===== src/rtl/if_id_queue.sv =====
// IF/ID decoupling queue: a DEPTH-entry FIFO of {pc, inst} between fetch and decode,
// with a registered decode-side output stage, flush, and a sticky overflow flag.
module if_id_queue #(
   parameter int ADDR_W = 32,
   parameter int INST_W = 32,
   parameter int DEPTH  = 4,
   localparam int CNT_W = $clog2(DEPTH) + 1
) (
   input  logic              clk,
   input  logic              rst,
   input  logic [5:0]        stall,
   input  logic              flush,
   input  logic              if_valid,
   input  logic [ADDR_W-1:0] if_pc,
   input  logic [INST_W-1:0] if_inst,
   output logic              if_ready,
   output logic              id_valid,
   output logic [ADDR_W-1:0] id_pc,
   output logic [INST_W-1:0] id_inst,
   output logic [CNT_W-1:0]  count,
   output logic              ovf
);
   localparam int PTR_W = $clog2(DEPTH);

   logic [ADDR_W-1:0] pc_mem   [DEPTH];
   logic [INST_W-1:0] inst_mem [DEPTH];

   logic [PTR_W-1:0]  rd_ptr_reg, wr_ptr_reg;
   logic [CNT_W-1:0]  count_reg;
   logic              ovf_reg;
   logic              id_valid_reg;
   logic [ADDR_W-1:0] id_pc_reg;
   logic [INST_W-1:0] id_inst_reg;

   logic push, pop, drop;
   logic unused_stall;

   assign unused_stall = ^{stall[5:3], stall[0]};

   // Readiness looks only at the registered count; a same-cycle pop does not free a slot.
   assign if_ready = (count_reg != CNT_W'(DEPTH));
   assign push     = if_valid & ~stall[1] & if_ready & ~flush;
   assign drop     = if_valid & ~stall[1] & ~if_ready & ~flush;
   assign pop      = ~stall[2] & ~flush & (count_reg != '0);

   always_ff @(posedge clk) begin
      if (push) begin
         pc_mem[wr_ptr_reg]   <= if_pc;
         inst_mem[wr_ptr_reg] <= if_inst;
      end
   end

   always_ff @(posedge clk) begin
      if (rst || flush) begin
         rd_ptr_reg <= '0;
         wr_ptr_reg <= '0;
         count_reg  <= '0;
      end else begin
         if (push) wr_ptr_reg <= wr_ptr_reg + PTR_W'(1);
         if (pop)  rd_ptr_reg <= rd_ptr_reg + PTR_W'(1);
         case ({push, pop})
            2'b10:   count_reg <= count_reg + CNT_W'(1);
            2'b01:   count_reg <= count_reg - CNT_W'(1);
            default: count_reg <= count_reg;
         endcase
      end
   end

   always_ff @(posedge clk) begin
      if (rst)       ovf_reg <= 1'b0;
      else if (drop) ovf_reg <= 1'b1;
   end

   // Decode stage: load on pop, bubble when advancing on empty, hold under decode stall.
   always_ff @(posedge clk) begin
      if (rst || flush) begin
         id_valid_reg <= 1'b0;
         id_pc_reg    <= '0;
         id_inst_reg  <= '0;
      end else if (!stall[2]) begin
         if (pop) begin
            id_valid_reg <= 1'b1;
            id_pc_reg    <= pc_mem[rd_ptr_reg];
            id_inst_reg  <= inst_mem[rd_ptr_reg];
         end else begin
            id_valid_reg <= 1'b0;
            id_pc_reg    <= '0;
            id_inst_reg  <= '0;
         end
      end
   end

   assign id_valid = id_valid_reg;
   assign id_pc    = id_pc_reg;
   assign id_inst  = id_inst_reg;
   assign count    = count_reg;
   assign ovf      = ovf_reg;
endmodule


===== config.mk =====
export PLATFORM = sky130hd
export DESIGN_NAME = if_id_queue
export DESIGN_NICKNAME = d
export VERILOG_FILES = /design/src/rtl/if_id_queue.sv
export SDC_FILE = /design/constraint.sdc
export NUM_CORES = 1
export LEC_CHECK = 0
export CORE_MARGIN = 2
export CORE_UTILIZATION = 59
export DETAILED_ROUTE_END_ITERATION = 8
export PLACE_DENSITY = 0.94
export SLEW_MARGIN = 20
export SYNTH_ARGS = -nofsm -noshare
export SYNTH_HDL_FRONTEND = slang
export SYNTH_SLANG_ARGS = --single-unit

===== constraint.sdc =====
create_clock -name clk -period 5.8 [get_ports clk]
set_clock_uncertainty 0.1 [all_clocks]
set_input_delay 0.58 -clock clk [delete_from_list [all_inputs] [get_ports clk]]
set_output_delay 0.58 -clock clk [all_outputs]
set_load 0.02 [all_outputs]

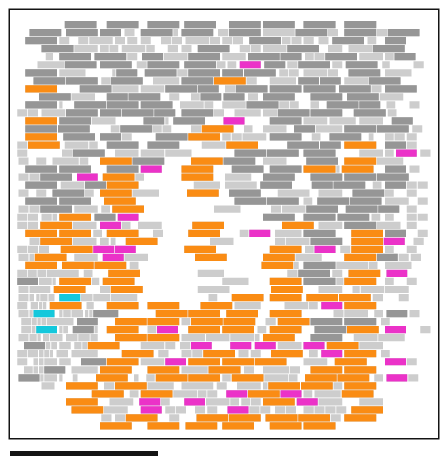
*Register map, names as in the netlist*
Bar = 50 um. Other sequential cells in the stronger gray, the rest of the logic in the fainter gray.
count -> cyan  # placed flops 3
id_inst -> magenta  # placed flops 32
inst_mem -> orange  # placed flops 128
power in sequential cells: 2570 uW
final core area utilization: 74.2%
share of the final layout cell area in sequential cells: 63.7%

==> results_slide.txt <==
Flow Results at a Glance

Setup path
  – Crit path capture type: primary output
  – Largest fanout on the critical path: 7
  – Critical Path RT: 5.12 ns

Clocking
  – Clock tree from TritonCTS: yes
  – Number of buffers inserted to repair setup after CTS: 0
  – Number of clock buffers inserted by TritonCTS: 31
  – Clock Latency Late Sink: 0.54 ns
  – Sinks on Clock Net: 331
  – Post-cts resize count: 0
  – Bufs on Longest Clock Path: 3
  – Count of hold-fix buffers inserted at cts: 0
  – CTS Root Buffer Type: clkbuf_16

Final layout
  – Antenna diode instance count: 0
  – Top flop regs: inst_mem: 128 flops, pc_mem: 128 flops
  – Number of sequential cells: 331
  – Comb/total area: 16.3%
  – Fill cell total of the finished layout: 1068
  – Repair and plain buffers: 142
  – Clock buffers: 35
  – Sequential cell area: 9200 um2
  – Dominant kind of cell: flip-flops and latches
  – P&R area growth vs syn: 23.1%

Timing
  – Fin. Hold Viols: 0
  – Transition time at the pin with the least slew margin: 1.06 ns
  – Summed negative setup slack over all endpoints: 0 ns
  – Min Hold Slack: 0.377 ns
  – Minimum period implied by the final worst setup slack: 2.97 ns
  – Unrepaired setup endpoints after global routing: false
  – Share of the clock period used by the worst path: 51.2%
  – Fmax: 336 MHz
  – Worst slew margin: 29.5%
  – Endpoints failing setup: 0

Status
  – Outcome: finished, final reports clean

Synthesis
  – Number of nets at floorplan: 621
  – Count of distinct cell types in the synthesized netlist: 29
  – Most repeated cell in the gate-level netlist after synthesis: edfxtp_1
  – Multiplexer share: 12.5%
  – Number of synthesized flops with an enable pin: 256
  – Comb area leader: multiplexers
  – Synthesized chip area reported by yosys: 11700 um2
  – Commonest cells in the synthesized netlist: 256 x edfxtp_1, 75 x dfxtp_1, 64 x a22o_1, 64 x mux4_2, 12 x clkbuf_1
  – Dominant cells by area after synthesis: edfxtp_1 66%, dfxtp_1 13%, mux4_2 12%
  – Post-synthesis register bit count: 331
  – Xor and xnor area share after synthesis: 0.149%
  – Post-synth top area cell: edfxtp_1
  – Summed instance area of the synthesized netlist: 11700 um2
  – Avg Synthesized Cell Area: 21.7 um2
  – Simple-Gate Area Share: 1.26%
  – Area fraction in full adders, half adders and majority gates: 0.704%
  – Gate count of the mapped netlist: 541

Floorplan
  – Count of standard-cell rows: 51
  – Core utilization at floorplan: 60.3%
  – Overall die width: 145 um
  – Die height: 145 um

Route
  – Wire length on met3: 1360 um
  – Met1 routed wirelength after detailed routing: 8890 um
  – Mean number of vias per cell: 5.89
  – Iteration count of the initial detailed-routing pass: 4

Global routing
  – Met2 GRT Util: 35.7%
  – Met1 layer usage reported by global route: 28.3%
  – Maximum number of pins on one net before global-route repair: 65

Place
  – Number of port buffers: 139
  – Detailed Place HPWL: 11900 um
  – Placer's final routability congestion estimate: 0.783

Min path
  – Hold crit path type: reg2reg
  – Start point of the worst min-delay path: id_inst[22]

Job
  – Max-cap violation count: 0
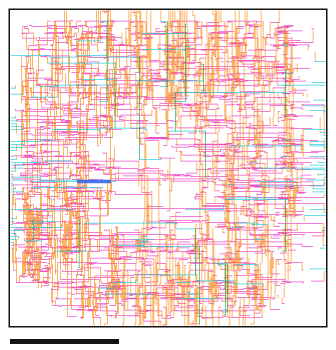
*Signal wires by layer*
Bar = 50 um.
met3 -> cyan  # wire length 1360 um
met2 -> orange  # wire length 11100 um
met5 -> blue  # wire length 13.8 um
met4 -> green  # wire length 409 um
met1 -> magenta  # wire length 8890 um
total number of vias: 5765
routed wire length: 21700 um
Total Routing Usage GR: 20.9%
detailed-route wire length per cell: 22.2 um

per-stage QoR:
step / cells / cell area, um2 / setup slack [ns]
detailed placement: 920 / 13300 / 2.55
global route: 978 / 14400 / 2.72
finish: 978 / 14400 / 2.83
CTS: 978 / 14400 / 2.83
floorplan: 541 / 11700 / 2.64
global placement: 920 / 13300 / 2.68
power breakdown:
part	internal [uW]	switching, uW
sequential	2570	5.74
clock	1320	837
combinational	62.1	54.8
total	3950	898
path summary, 6_finish.rpt:
kind              cells past startpoint     endpoint
setup reg to reg                      8     count[2]
setup / recovery                      3     if_ready
hold / removal                        1  id_inst[22]
hold reg to reg                       1  id_inst[22]
critical path: stages, from the launching register on:
cell and delay (ns):
dfxtp_1 0.41, nor3b_1 0.49, inv_1 0.25, clkdlybuf4s50_1 0.61
Power and IR drop assume default switching activity.
